**src/rtl/unidade_controle_pkg.sv**
```systemverilog
// -----------------------------------------------------------------------------
// cpu_ctrl_pkg
// Shared definitions for the multicycle RISC-V control unit, datapath and ULA:
//   - state_t      : control FSM states
//   - instr_cls_t  : decoded instruction class
//   - STT_*        : phase codes exported to the top-level monitor
//   - OPC_/F3_/F7_ : opcode, funct3 and funct7 field values
//   - ALU_*        : ULA function codes
//   - WB_*, SRC_A_*, SRC_B_* : datapath mux encodings
// -----------------------------------------------------------------------------
package cpu_ctrl_pkg;

  typedef enum logic [3:0] {
    S_RST    = 4'd0,
    S_FETCH  = 4'd1,
    S_DECODE = 4'd2,
    S_EXEC_R = 4'd3,
    S_EXEC_I = 4'd4,
    S_ADDR   = 4'd5,
    S_BRANCH = 4'd6,
    S_LUI    = 4'd7,
    S_JAL    = 4'd8,
    S_MEM_RD = 4'd9,
    S_MEM_WR = 4'd10,
    S_WB_ALU = 4'd11,
    S_WB_MEM = 4'd12,
    S_HALT   = 4'd13
  } state_t;

  typedef enum logic [3:0] {
    CLS_ADD     = 4'd0,
    CLS_SUB     = 4'd1,
    CLS_ADDI    = 4'd2,
    CLS_LD      = 4'd3,
    CLS_SD      = 4'd4,
    CLS_BEQ     = 4'd5,
    CLS_BNE     = 4'd6,
    CLS_LUI     = 4'd7,
    CLS_JAL     = 4'd8,
    CLS_ILLEGAL = 4'd9
  } instr_cls_t;

  // Phase codes seen on STT
  localparam logic [2:0] STT_RESET     = 3'd0;
  localparam logic [2:0] STT_FETCH     = 3'd1;
  localparam logic [2:0] STT_DECODE    = 3'd2;
  localparam logic [2:0] STT_EXECUTE   = 3'd3;
  localparam logic [2:0] STT_MEMORY    = 3'd4;
  localparam logic [2:0] STT_WRITEBACK = 3'd5;
  localparam logic [2:0] STT_HALT      = 3'd7;

  // Major opcodes
  localparam logic [6:0] OPC_OP     = 7'b0110011;
  localparam logic [6:0] OPC_OP_IMM = 7'b0010011;
  localparam logic [6:0] OPC_LOAD   = 7'b0000011;
  localparam logic [6:0] OPC_STORE  = 7'b0100011;
  localparam logic [6:0] OPC_BRANCH = 7'b1100011;
  localparam logic [6:0] OPC_LUI    = 7'b0110111;
  localparam logic [6:0] OPC_JAL    = 7'b1101111;

  localparam logic [2:0] F3_ADD_SUB = 3'b000;
  localparam logic [2:0] F3_DWORD   = 3'b011;
  localparam logic [2:0] F3_BEQ     = 3'b000;
  localparam logic [2:0] F3_BNE     = 3'b001;
  localparam logic [6:0] F7_ADD     = 7'b0000000;
  localparam logic [6:0] F7_SUB     = 7'b0100000;

  // ULA function codes
  localparam logic [2:0] ALU_NONE = 3'b000;
  localparam logic [2:0] ALU_ADD  = 3'b001;
  localparam logic [2:0] ALU_SUB  = 3'b010;

  // Writeback source
  localparam logic [1:0] WB_ALUOUT = 2'd0;
  localparam logic [1:0] WB_MDR    = 2'd1;
  localparam logic [1:0] WB_PC     = 2'd2;

  // ULA operand selects
  localparam logic [1:0] SRC_A_PC    = 2'd0;
  localparam logic [1:0] SRC_A_REG   = 2'd1;
  localparam logic [1:0] SRC_A_OLDPC = 2'd2;
  localparam logic [1:0] SRC_A_ZERO  = 2'd3;
  localparam logic [1:0] SRC_B_REG   = 2'd0;
  localparam logic [1:0] SRC_B_FOUR  = 2'd1;
  localparam logic [1:0] SRC_B_IMM   = 2'd2;

  // Map an FSM state onto its externally visible phase code
  function automatic logic [2:0] stt_of(state_t s);
    logic [2:0] r;
    case (s)
      S_RST:                                    r = STT_RESET;
      S_FETCH:                                  r = STT_FETCH;
      S_DECODE:                                 r = STT_DECODE;
      S_EXEC_R, S_EXEC_I, S_ADDR, S_BRANCH,
      S_LUI, S_JAL:                             r = STT_EXECUTE;
      S_MEM_RD, S_MEM_WR:                       r = STT_MEMORY;
      S_WB_ALU, S_WB_MEM:                       r = STT_WRITEBACK;
      S_HALT:                                   r = STT_HALT;
      default:                                  r = STT_RESET;
    endcase
    return r;
  endfunction

endpackage

```
**src/rtl/unidade_controle_if.sv**
```systemverilog
// -----------------------------------------------------------------------------
// unidade_controle_if
// Control bus between the control FSM and the datapath.
//   master : control unit side (consumes opcode/zero, drives all controls)
//   slave  : datapath side
// -----------------------------------------------------------------------------
interface unidade_controle_if;
  import cpu_ctrl_pkg::*;

  logic [31:0] opcode;
  logic        zero;
  logic        pc_write;
  logic        pc_src;
  logic        ir_write;
  logic        mem32_rd;
  logic        mem64_rd;
  logic        mem64_wr;
  logic        mdr_write;
  logic        reg_write;
  logic [1:0]  wb_sel;
  logic [1:0]  alu_src_a;
  logic [1:0]  alu_src_b;
  logic [2:0]  alu_op;
  logic        aluout_write;
  logic        halted;
  logic [2:0]  STT;

  modport master (
    input  opcode, zero,
    output pc_write, pc_src, ir_write, mem32_rd, mem64_rd, mem64_wr,
           mdr_write, reg_write, wb_sel, alu_src_a, alu_src_b, alu_op,
           aluout_write, halted, STT
  );

  modport slave (
    output opcode, zero,
    input  pc_write, pc_src, ir_write, mem32_rd, mem64_rd, mem64_wr,
           mdr_write, reg_write, wb_sel, alu_src_a, alu_src_b, alu_op,
           aluout_write, halted, STT
  );

endinterface

```
**src/rtl/unidade_controle_instr_class_dec.sv**
```systemverilog
// -----------------------------------------------------------------------------
// instr_class_dec
// Combinational instruction classifier.
//   opc_i     : instruction bits [6:0]
//   funct3_i  : instruction bits [14:12]
//   funct7_i  : instruction bits [31:25]
//   cls_o     : instruction class
//   illegal_o : encoding not supported by this core
// -----------------------------------------------------------------------------
module instr_class_dec
  import cpu_ctrl_pkg::*;
(
  input  logic [6:0] opc_i,
  input  logic [2:0] funct3_i,
  input  logic [6:0] funct7_i,
  output instr_cls_t cls_o,
  output logic       illegal_o
);

  // Classify the instruction; any unlisted field combination is illegal
  always_comb begin
    cls_o = CLS_ILLEGAL;
    case (opc_i)
      OPC_OP: begin
        if (funct3_i == F3_ADD_SUB && funct7_i == F7_ADD) begin
          cls_o = CLS_ADD;
        end else if (funct3_i == F3_ADD_SUB && funct7_i == F7_SUB) begin
          cls_o = CLS_SUB;
        end else begin
          cls_o = CLS_ILLEGAL;
        end
      end
      OPC_OP_IMM: begin
        if (funct3_i == F3_ADD_SUB) cls_o = CLS_ADDI;
        else                        cls_o = CLS_ILLEGAL;
      end
      OPC_LOAD: begin
        if (funct3_i == F3_DWORD) cls_o = CLS_LD;
        else                      cls_o = CLS_ILLEGAL;
      end
      OPC_STORE: begin
        if (funct3_i == F3_DWORD) cls_o = CLS_SD;
        else                      cls_o = CLS_ILLEGAL;
      end
      OPC_BRANCH: begin
        if (funct3_i == F3_BEQ)      cls_o = CLS_BEQ;
        else if (funct3_i == F3_BNE) cls_o = CLS_BNE;
        else                         cls_o = CLS_ILLEGAL;
      end
      OPC_LUI: cls_o = CLS_LUI;
      OPC_JAL: cls_o = CLS_JAL;
      default: cls_o = CLS_ILLEGAL;
    endcase
  end

  assign illegal_o = (cls_o == CLS_ILLEGAL);

endmodule

```
**src/rtl/unidade_controle.sv**
```systemverilog
// -----------------------------------------------------------------------------
// unidade_controle
// Multicycle control FSM for the 64-bit RISC-V CPU.
//   MEM_WAIT : extra wait cycles per memory access (0..7)
//   clock    : system clock, rising edge
//   reset    : asynchronous, active-low
//   bus      : control bus (master side) - opcode/zero in, all datapath
//              selects and write enables, halted and STT out
// Outputs are Moore-decoded from state, wait counter and the instruction
// class latched in DECODE; the only combinational input path is zero into
// pc_write during BRANCH.
// -----------------------------------------------------------------------------
module unidade_controle
  import cpu_ctrl_pkg::*;
#(
  parameter int unsigned MEM_WAIT = 1
)(
  input logic               clock,
  input logic               reset,
  unidade_controle_if.master bus
);

  localparam logic [2:0] WAIT_C = 3'(MEM_WAIT);

  state_t     state_q, state_d;
  logic [2:0] cnt_q, cnt_d;
  instr_cls_t cls_q, cls_d;

  instr_cls_t dec_cls_s;
  logic       dec_illegal_s;
  logic       wait_done_s;

  instr_class_dec u_dec (
    .opc_i     (bus.opcode[6:0]),
    .funct3_i  (bus.opcode[14:12]),
    .funct7_i  (bus.opcode[31:25]),
    .cls_o     (dec_cls_s),
    .illegal_o (dec_illegal_s)
  );

  assign wait_done_s = (cnt_q == WAIT_C);

  // State, wait counter and latched instruction class registers
  always_ff @(posedge clock or negedge reset) begin
    if (!reset) begin
      state_q <= S_RST;
      cnt_q   <= 3'd0;
      cls_q   <= CLS_ILLEGAL;
    end else begin
      state_q <= state_d;
      cnt_q   <= cnt_d;
      cls_q   <= cls_d;
    end
  end

  // Next-state logic; the counter only advances while a timed state is held,
  // so it is always zero on entry to the next timed state
  always_comb begin
    state_d = state_q;
    cnt_d   = 3'd0;
    cls_d   = cls_q;
    case (state_q)
      S_RST: state_d = S_FETCH;
      S_FETCH: begin
        if (wait_done_s) begin
          state_d = S_DECODE;
        end else begin
          state_d = S_FETCH;
          cnt_d   = cnt_q + 3'd1;
        end
      end
      S_DECODE: begin
        cls_d = dec_cls_s;
        if (dec_illegal_s) begin
          state_d = S_HALT;
        end else begin
          case (dec_cls_s)
            CLS_ADD, CLS_SUB: state_d = S_EXEC_R;
            CLS_ADDI:         state_d = S_EXEC_I;
            CLS_LD, CLS_SD:   state_d = S_ADDR;
            CLS_BEQ, CLS_BNE: state_d = S_BRANCH;
            CLS_LUI:          state_d = S_LUI;
            CLS_JAL:          state_d = S_JAL;
            default:          state_d = S_HALT;
          endcase
        end
      end
      S_EXEC_R, S_EXEC_I, S_LUI: state_d = S_WB_ALU;
      // Two cycles: the effective address sits in ALUOut for a whole cycle
      // before the data-memory strobe is raised
      S_ADDR: begin
        if (cnt_q == 3'd1) begin
          if (cls_q == CLS_LD) state_d = S_MEM_RD;
          else                 state_d = S_MEM_WR;
        end else begin
          state_d = S_ADDR;
          cnt_d   = cnt_q + 3'd1;
        end
      end
      S_MEM_RD: begin
        if (wait_done_s) begin
          state_d = S_WB_MEM;
        end else begin
          state_d = S_MEM_RD;
          cnt_d   = cnt_q + 3'd1;
        end
      end
      S_MEM_WR: begin
        if (wait_done_s) begin
          state_d = S_FETCH;
        end else begin
          state_d = S_MEM_WR;
          cnt_d   = cnt_q + 3'd1;
        end
      end
      S_BRANCH, S_JAL, S_WB_ALU, S_WB_MEM: state_d = S_FETCH;
      S_HALT:  state_d = S_HALT;
      default: state_d = S_RST;
    endcase
  end

  // Output decode
  always_comb begin
    bus.pc_write     = 1'b0;
    bus.pc_src       = 1'b0;
    bus.ir_write     = 1'b0;
    bus.mem32_rd     = 1'b0;
    bus.mem64_rd     = 1'b0;
    bus.mem64_wr     = 1'b0;
    bus.mdr_write    = 1'b0;
    bus.reg_write    = 1'b0;
    bus.wb_sel       = WB_ALUOUT;
    bus.alu_src_a    = SRC_A_PC;
    bus.alu_src_b    = SRC_B_REG;
    bus.alu_op       = ALU_NONE;
    bus.aluout_write = 1'b0;
    bus.halted       = 1'b0;
    bus.STT          = stt_of(state_q);
    case (state_q)
      S_RST: bus.halted = 1'b0;
      S_FETCH: begin
        bus.mem32_rd  = 1'b1;
        bus.alu_src_a = SRC_A_PC;
        bus.alu_src_b = SRC_B_FOUR;
        bus.alu_op    = ALU_ADD;
        if (wait_done_s) begin
          bus.ir_write = 1'b1;
          bus.pc_write = 1'b1;
        end else begin
          bus.ir_write = 1'b0;
          bus.pc_write = 1'b0;
        end
      end
      S_DECODE: begin
        bus.alu_src_a    = SRC_A_OLDPC;
        bus.alu_src_b    = SRC_B_IMM;
        bus.alu_op       = ALU_ADD;
        bus.aluout_write = 1'b1;
      end
      S_EXEC_R: begin
        bus.alu_src_a    = SRC_A_REG;
        bus.alu_src_b    = SRC_B_REG;
        bus.aluout_write = 1'b1;
        if (cls_q == CLS_SUB) bus.alu_op = ALU_SUB;
        else                  bus.alu_op = ALU_ADD;
      end
      S_EXEC_I, S_ADDR: begin
        bus.alu_src_a    = SRC_A_REG;
        bus.alu_src_b    = SRC_B_IMM;
        bus.alu_op       = ALU_ADD;
        bus.aluout_write = 1'b1;
      end
      S_LUI: begin
        bus.alu_src_a    = SRC_A_ZERO;
        bus.alu_src_b    = SRC_B_IMM;
        bus.alu_op       = ALU_ADD;
        bus.aluout_write = 1'b1;
      end
      S_MEM_RD: begin
        bus.mem64_rd = 1'b1;
        if (wait_done_s) bus.mdr_write = 1'b1;
        else             bus.mdr_write = 1'b0;
      end
      S_MEM_WR: bus.mem64_wr = 1'b1;
      S_WB_ALU: begin
        bus.reg_write = 1'b1;
        bus.wb_sel    = WB_ALUOUT;
      end
      S_WB_MEM: begin
        bus.reg_write = 1'b1;
        bus.wb_sel    = WB_MDR;
      end
      // ALUOut holds the target computed in DECODE; zero comes from A - B
      S_BRANCH: begin
        bus.alu_src_a = SRC_A_REG;
        bus.alu_src_b = SRC_B_REG;
        bus.alu_op    = ALU_SUB;
        bus.pc_src    = 1'b1;
        if (cls_q == CLS_BNE) bus.pc_write = ~bus.zero;
        else                  bus.pc_write = bus.zero;
      end
      // PC already holds old_pc + 4, which becomes the link value
      S_JAL: begin
        bus.reg_write = 1'b1;
        bus.wb_sel    = WB_PC;
        bus.pc_write  = 1'b1;
        bus.pc_src    = 1'b1;
      end
      S_HALT:  bus.halted = 1'b1;
      default: bus.halted = 1'b0;
    endcase
  end

endmodule

```
**src/flat_wrapper.sv**
```systemverilog
// flat-port wrapper written by rule: the top's interface ports become plain ports
module unidade_controle_flat import cpu_ctrl_pkg::*;
#(
  parameter int unsigned MEM_WAIT = 1
)
  (clock, reset, bus_opcode, bus_zero, bus_pc_write, bus_pc_src, bus_ir_write, bus_mem32_rd, bus_mem64_rd, bus_mem64_wr, bus_mdr_write, bus_reg_write, bus_wb_sel, bus_alu_src_a, bus_alu_src_b, bus_alu_op, bus_aluout_write, bus_halted, bus_STT);
  unidade_controle_if bus_i ();
  input logic clock;
  input logic reset;
  input wire logic [$bits(bus_i.opcode)-1:0] bus_opcode;
  input wire logic [$bits(bus_i.zero)-1:0] bus_zero;
  output wire logic [$bits(bus_i.pc_write)-1:0] bus_pc_write;
  output wire logic [$bits(bus_i.pc_src)-1:0] bus_pc_src;
  output wire logic [$bits(bus_i.ir_write)-1:0] bus_ir_write;
  output wire logic [$bits(bus_i.mem32_rd)-1:0] bus_mem32_rd;
  output wire logic [$bits(bus_i.mem64_rd)-1:0] bus_mem64_rd;
  output wire logic [$bits(bus_i.mem64_wr)-1:0] bus_mem64_wr;
  output wire logic [$bits(bus_i.mdr_write)-1:0] bus_mdr_write;
  output wire logic [$bits(bus_i.reg_write)-1:0] bus_reg_write;
  output wire logic [$bits(bus_i.wb_sel)-1:0] bus_wb_sel;
  output wire logic [$bits(bus_i.alu_src_a)-1:0] bus_alu_src_a;
  output wire logic [$bits(bus_i.alu_src_b)-1:0] bus_alu_src_b;
  output wire logic [$bits(bus_i.alu_op)-1:0] bus_alu_op;
  output wire logic [$bits(bus_i.aluout_write)-1:0] bus_aluout_write;
  output wire logic [$bits(bus_i.halted)-1:0] bus_halted;
  output wire logic [$bits(bus_i.STT)-1:0] bus_STT;
  assign bus_i.opcode = bus_opcode;
  assign bus_i.zero = bus_zero;
  assign bus_pc_write = bus_i.pc_write;
  assign bus_pc_src = bus_i.pc_src;
  assign bus_ir_write = bus_i.ir_write;
  assign bus_mem32_rd = bus_i.mem32_rd;
  assign bus_mem64_rd = bus_i.mem64_rd;
  assign bus_mem64_wr = bus_i.mem64_wr;
  assign bus_mdr_write = bus_i.mdr_write;
  assign bus_reg_write = bus_i.reg_write;
  assign bus_wb_sel = bus_i.wb_sel;
  assign bus_alu_src_a = bus_i.alu_src_a;
  assign bus_alu_src_b = bus_i.alu_src_b;
  assign bus_alu_op = bus_i.alu_op;
  assign bus_aluout_write = bus_i.aluout_write;
  assign bus_halted = bus_i.halted;
  assign bus_STT = bus_i.STT;
  unidade_controle #(.MEM_WAIT(MEM_WAIT)) u_core (.clock(clock), .reset(reset), .bus(bus_i));
endmodule
```
**config.mk**
```make
export PLATFORM = sky130hd
export DESIGN_NAME = unidade_controle_flat
export DESIGN_NICKNAME = d
export VERILOG_FILES = /design/src/rtl/unidade_controle_pkg.sv /design/src/rtl/unidade_controle_if.sv /design/src/rtl/unidade_controle_instr_class_dec.sv /design/src/rtl/unidade_controle.sv /design/src/flat_wrapper.sv
export SDC_FILE = /design/constraint.sdc
export NUM_CORES = 1
export LEC_CHECK = 0
export CAP_MARGIN = 20
export CORE_MARGIN = 10
export CORE_UTILIZATION = 52
export CTS_BUF_LIST = sky130_fd_sc_hd__clkbuf_8
export DETAILED_ROUTE_END_ITERATION = 8
export DONT_BUFFER_PORTS = 1
export PLACE_DENSITY_LB_ADDON = 0.25
export SLEW_MARGIN = 0
export SYNTH_ARGS = -nofsm -noshare
export SYNTH_HDL_FRONTEND = slang
export SYNTH_HIERARCHICAL = 1
export SYNTH_SLANG_ARGS = --single-unit
```
**constraint.sdc**
```tcl
create_clock -name clock -period 3.1 [get_ports clock]
set_clock_uncertainty 0.1 [all_clocks]
set_input_delay 0.775 -clock clock [delete_from_list [all_inputs] [get_ports clock]]
set_output_delay 0.775 -clock clock [all_outputs]
set_load 0.02 [all_outputs]
```
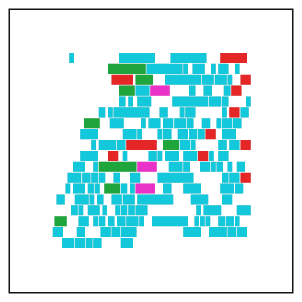
Run 1: cells by drive strength
(4 px per um)
| size | colour | cells | share | most used |
|---|---|---|---|---|
| x1 and smaller | cyan | 142 | 87% | nand2_1 |
| x3 and x4 | red | 11 | 6.7% | buf_4 |
| x2 | green | 8 | 4.9% | mux2_2 |
| x6 and larger | magenta | 3 | 1.8% | clkbuf_8 |

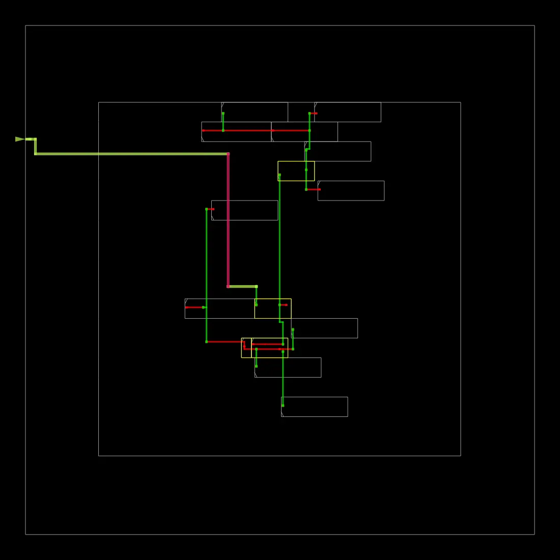
Run 1: the clock network
worst skew pair latency: 230 ps
Seq cells: 11
P_clk: 0.000134 W

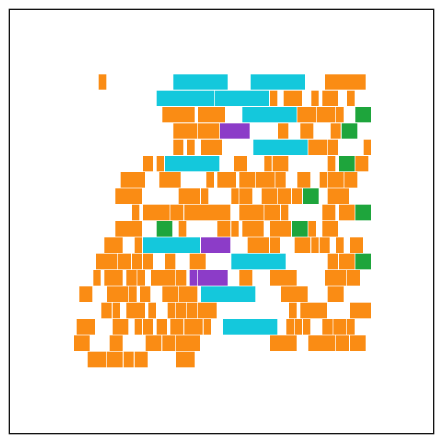
Run 1: placed cells, one colour a class
(6 px per um)
| class | colour | cells |
|---|---|---|
| registers | cyan | 11 |
| clock drivers and dummy loads | purple | 4 |
| remaining logic cells | orange | 141 |
| remaining buffers and delay cells | green | 8 |
Std-Cell Rows: 18
Design Area, Final: 0.00141 mm2
Seq/total area: 0.197
core area: 0.00245 mm2
final core utilization: 0.574

==> results.yml, run 1 <==
# physical design summary
route:
  drtIter0Drc: 70
  dr.pass1.iters: 4
  wl_per_cell_um: 17.0
  vias_per_cell: 6.25
sta:
  fin_crit_ps: 2890
  holdWs_ps: 134
  report.final.slew_viol_count: 0
  setup_tns_ps: 0
  setup_ws_ps: 210
  fmax_mhz: 346
  finalCritPeriodShare: 0.932
  rsz0062_at_grt: "no"
  hold_viol_final: 0
global_routing:
  first_global_vias: 1200
  gr-total-overflow: 0
  antenna_found_initial: 0
layout:
  final_nets: 208
  area_growth_pct: 6.33
  drive_above_1_share: 0.134
critical_path:
  path_class: "reg -> out"
  cp.arrival_ps: 2020
  crit_path_cell_trace: "inv_1 > ha_1 > nor3_1 > a211oi_1 > a311o_1"
  worst-path-max-fanout: 13
  path_depth: 5
  r2r_end: "u_core/cls_q[2]$_DFFE_PN0P_"
  rrSetupSlack_ps: 1120
  max_stage_delay_ps: 440
  reg2reg_depth: 4
  startpoint_type: "flip-flop"
  cp-startpoint: "u_core/state_q[1]$_DFF_PN0_"
  r2r_start: "u_core/state_q[0]$_DFF_PN0_"
  slowest_stage: "ha_1"
  crit_buf_inv: 1
power_and_ir_drop:
  leakagePower_nw: 0.637
  power_density_mw_per_mm2: 818
placed_design:
  port_buffers: 0
  placed_area_mm2: 0.00136
  dp_hpwl_mm: 2.64
  gp_congestion: 0.838
  dpl_worst_slack_ps: 247
clock_network:
  path_clk_slew_ps: 50
  cts_buffers: 3
  cts.path.max_buffers: 2
  cts_tree: "built"
  clkSinkCount: 11
  htree_levels: 1
  cts_setup_buffers: 0
die:
  initial_core_util: 0.540
  ios: 57
  chipHeight_um: 70.5
synthesis:
  async_flop_share: 1.00
  synthesis.area_mm2: 0.00133
  syn_nets: 206
  synthFlopType: "dfrtp_1"
  yosys_register_bits: 11
  top_cell_area_share: 0.170
  synth_cells: 163
  synth.distinct_cells: 59
  postSynthSeqShare: 0.210
hold_path:
  holdCritPathClass: "in -> async"
status:
  outcome: "finished clean"
## run 1: how the worst min path moves through the flow
stage                                    from                           to  cells after the start
global placement                        reset    u_core/cnt_q[0]$_DFF_PN0_                      0
finish                                  reset  u_core/cls_q[1]$_DFFE_PN0P_                      0
global route                            reset  u_core/cls_q[1]$_DFFE_PN0P_                      0
detailed placement                      reset    u_core/cnt_q[2]$_DFF_PN0_                      0
floorplan           u_core/cnt_q[0]$_DFF_PN0_    u_core/cnt_q[0]$_DFF_PN0_                      1
CTS                                     reset  u_core/cls_q[1]$_DFFE_PN0P_                      0
## run 1: worst register-to-register path, delay by kind of cell (launching register included)
family | cells | cell delay (ps)
fa+ha+maj | 1 | 310
buf+inv | 1 | 130
flops | 1 | 390
mux | 1 | 360
simple gates | 1 | 570
## run 1: layout make-up
type                            instances  area [um2]  share of cell area
Clock buffer                            3        41.3              0.0293
Clock inverter                          1        3.75             0.00266
Inverter                               10        37.5              0.0266
Multi-Input combinational cell        131         951               0.675
Sequential cell                        11         278               0.197
Tap cell                               30        37.5              0.0266
Timing Repair Buffer                    8        60.1              0.0426
## run 1: report_power, final
part / total (W) / internal (W) / switching [W]
combinational: 0.000740 / 0.000281 / 0.000458
clock: 0.000134 / 0.0000864 / 0.0000475
sequential: 0.000279 / 0.000206 / 0.0000734
## run 1: flip-flops by register name, indices dropped and copies added, names as in the netlist
| name | flops |
|---|---|
| u_core/cls_q | 4 |
| u_core/cnt_q | 3 |
| u_core/state_q | 4 |
## run 1: cell usage in the layout (no fill, tap or decap), drive strengths merged, types with 3 or more instances in the layout
| master | count |
|---|---|
| o21ai | 9 |
| buf | 8 |
| inv | 11 |
| ha | 8 |
| nand2 | 13 |
| clkbuf | 3 |
| nor3b | 4 |
| a21o | 3 |
| and3 | 5 |
| nor2 | 11 |
| nor2b | 3 |
| o22ai | 3 |
| nand3 | 4 |
| nor3 | 4 |
| mux2i | 5 |
| nand2b | 4 |
| dfrtp | 9 |
| a22oi | 3 |
| mux2 | 4 |
| a21oi | 7 |
## run 1: per-stage QoR
step,power [W],instances
floorplan,0.000866,163
global placement,0.000993,190
detailed placement,0.00102,190
CTS,0.00116,194
global route,0.00125,194
finish,0.00115,194
## run 1: per-layer routing
layer / vias up / wire (um) / global-route usage
met4: 0 / 18 / 0.0526
li1: 597 / - / -
met5: - / 0 / 0
met1: 576 / 1380 / 0.147
met2: 38 / 1630 / 0.223
met3: 2 / 272 / 0.0424
## run 1: cells by family after synthesis
| group | Yosys count | share of synthesized area |
|---|---|---|
| compound gates | 43 | 0.229 |
| mux | 9 | 0.0746 |
| xor+xnor | 4 | 0.0264 |
| flops | 11 | 0.210 |
| other cells | 1 | 0.00283 |
| buf+inv | 21 | 0.0727 |
| fa+ha+maj | 8 | 0.0755 |
| simple gates | 66 | 0.310 |
Run 1, wire density map:
(6 px per um) The die is cut into 14 by 14 equal tiles; dark purple is low, yellow is high, scaled to the fullest tile. Values are wire area over tile area, all layers added.
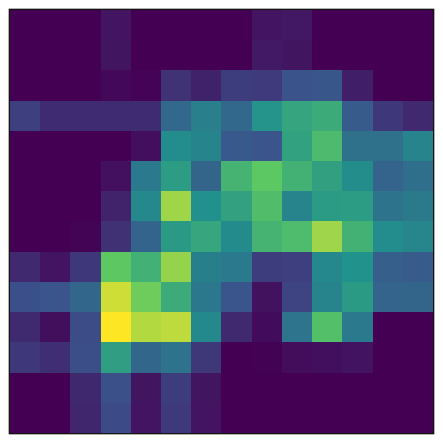

==> inputs of run 2 (changes only) <==
--- a/config.mk
+++ b/config.mk
@@ -5,9 +5,9 @@
 export SDC_FILE = /design/constraint.sdc
 export NUM_CORES = 1
 export LEC_CHECK = 0
-export CAP_MARGIN = 20
+export CAP_MARGIN = 25
 export CORE_MARGIN = 10
-export CORE_UTILIZATION = 52
+export CORE_UTILIZATION = 45
 export CTS_BUF_LIST = sky130_fd_sc_hd__clkbuf_8
 export DETAILED_ROUTE_END_ITERATION = 8
 export DONT_BUFFER_PORTS = 1
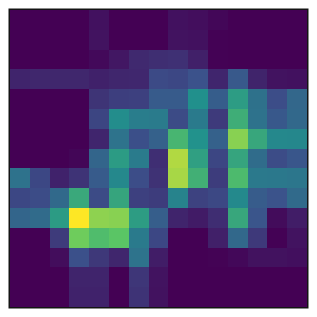
Run 2: wire density map
(4 px per um) The die is cut into 15 by 15 equal tiles; dark purple is low, yellow is high, scaled to the fullest tile. Values are wire area over tile area, all layers added.
tiles over half the peak: 11%
densest ninth of the die: centre
emptiest ninth of the die: north-west
fullest tile: 0.52

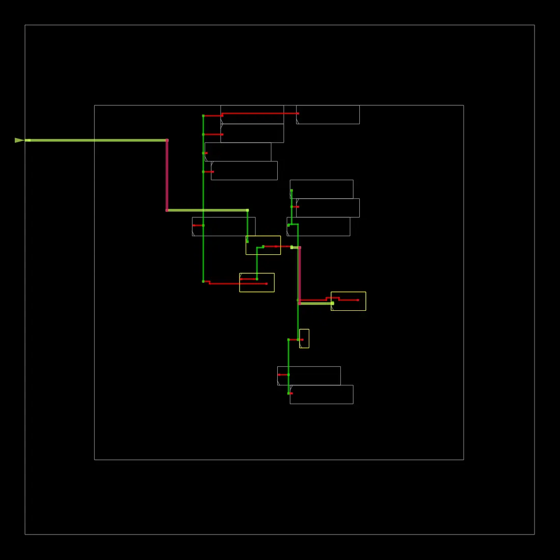
Run 2: the clock network
clkbuf count: 3
CTS Buf Count: 3
P_clk: 0.000138 W
CTS sink cnt: 11

==> results.yml, run 2 <==
# physical design summary
status:
  outcome: "finished clean"
global_routing:
  grt_max_degree: 28
  first_global_vias: 1219
  gr-total-overflow: 0
  antenna_found_initial: 0
sta:
  fmax_mhz: 347
  rsz0062_at_grt: "no"
  fin_crit_ps: 2880
  report.final.slew_viol_count: 0
  holdWs_ps: 133
  hold_viol_final: 0
  setup_ws_ps: 220
  setup_tns_ps: 0
  finalCritPeriodShare: 0.929
placed_design:
  gp_congestion: 0.823
  port_buffers: 0
  dp_hpwl_mm: 2.59
  dpl_worst_slack_ps: 275
critical_path:
  startpoint_type: "flip-flop"
  rrSetupSlack_ps: 1120
  cp.arrival_ps: 2000
  crit_path_end_kind: "output port"
  path_class: "reg -> out"
  worst-path-max-fanout: 13
  reg2reg_depth: 4
  r2r_start: "u_core/state_q[0]$_DFF_PN0_"
  r2r_end: "u_core/cls_q[2]$_DFFE_PN0P_"
layout:
  lay_top_cells: "nand2_1 (13), inv_1 (11), nor2_1 (11)"
  diodes: 0
  drive_above_1_share: 0.129
  final_nets: 207
  reg.largest.list: "u_core/cls_q (4), u_core/state_q (4), u_core/cnt_q (3)"
  final-comb-area_um2: 951
  final_util: 0.504
  regArea_um2: 278
  layout_top_cell: "nand2_1"
  area_growth_pct: 5.85
route:
  dr.pass1.iters: 6
  vias: 1204
  vias_per_cell: 6.21
  wl_per_cell_um: 16.5
  drtIter0Drc: 65
  final_antenna_net_count: 0
synthesis:
  ys_sh_xor: 0.0264
  synth-adder-area-share: 0.0755
  aoi_share: 0.229
  top_cell_area_share: 0.170
  synthFlopType: "dfrtp_1"
  synthMuxAreaShare: 0.0746
  synth_area_leader_cell: "dfrtp_1"
  synthTopCellsByCount: "nand2_1 (13), nor2_1 (11), inv_1 (10), dfrtp_1 (9), ha_1 (8)"
  most_common_cell: "nand2_1"
  synthSimpleGateAreaFrac: 0.310
  synth.distinct_cells: 59
  syn_nets: 206
  synthTopLogicFamily: "simple AND/OR/NAND/NOR gates"
  async_flop_share: 1.00
  yosys_register_bits: 11
  synthesis.area_mm2: 0.00133
  synth_cells: 163
  postSynthSeqShare: 0.210
die:
  ios: 57
  row_count: 19
  fp.dieW_um: 74.3
  core_mm2: 0.00278
  chipHeight_um: 74.3
  initial_core_util: 0.476
clock_network:
  clockRootBuffer: "clkbuf_8"
  cts.path.max_buffers: 2
  path_clk_slew_ps: 50
  cts_tree: "built"
  post_cts_resized: 0
  htree_levels: 1
  clk-insertion-delay-late_ps: 230
  cts_setup_buffers: 0
power_and_ir_drop:
  leakagePower_nw: 0.632
  irDropWorstVdd_mv: 0.553
  p_total_w: 0.00114
  power_density_mw_per_mm2: 811
hold_path:
  holdCritPathClass: "in -> async"
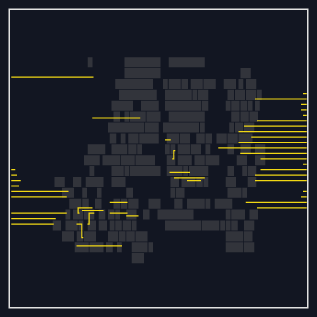
Run 2: metal 3
(4 px per um) Cells faint in the background.
share of all routed wire: 11%
main direction: horizontal
longest straight run: 21.9 um
nets with wire on the layer: 43

-- run 2: cell counts after synthesis --
Identical to the previous run, type by type.
-- run 2: area by class of cell --
class	instances	area share
clock buffers	3	0.0294
well taps	31	0.0277
flip-flops and latches	11	0.198
inverters	10	0.0268
repair buffers	7	0.0375
clock inverters	1	0.00268
multi-input cells	131	0.678
-- run 2: worst max-delay path by stage --
stage	end	slack (ps)	startpoint	depth (start not counted)
final	bus_alu_op[0]	220	u_core/state_q[1]$_DFF_PN0_	5
after CTS	bus_alu_op[0]	200	u_core/state_q[1]$_DFF_PN0_	5
after global placement	u_core/state_q[1]$_DFF_PN0_	280	bus_opcode[26]	9
after detailed placement	u_core/state_q[1]$_DFF_PN0_	280	bus_opcode[26]	9
after global routing	bus_alu_op[0]	60	u_core/state_q[1]$_DFF_PN0_	5
after floorplan	bus_alu_op[0]	270	u_core/state_q[1]$_DFF_PN0_	6
-- run 2: worst max-delay path: stages, from the launching register on --
cell	delay (ps)
dfrtp_1	400
inv_1	130
ha_1	430
nor3_1	110
a211oi_1	380
a311o_1	320
-- run 2: logic make-up after synthesis --
group,count (synthesis)
AOI/OAI and AO/OA,43
xor gates and xnor gates,4
adders and majority gates,8
buffers and inverters,21
DFF,11
muxes,9
other,1
and+or+nand+nor,66
-- run 2: power breakdown --
part / internal, W / switching [W] / total [W]
Combinational: 0.000274 / 0.000439 / 0.000712
Sequential: 0.000205 / 0.0000821 / 0.000287
Clock: 0.0000867 / 0.0000513 / 0.000138
-- run 2: metal layers --
metal,vias to the layer above,share of wire,GRT usage
li1,597,-,-
met2,55,0.46,0.202
met3,4,0.11,0.0519
met4,0,0.0056,0.0305
met5,-,0,0
met1,548,0.42,0.128
-- run 2: through the flow --
step / instances / cell area, um2
after detailed placement: 190 / 1360
final: 194 / 1400
after CTS: 194 / 1400
after global routing: 194 / 1400
after floorplan: 163 / 1330
after global placement: 190 / 1360
Power is estimated from default activity; no workload was simulated.
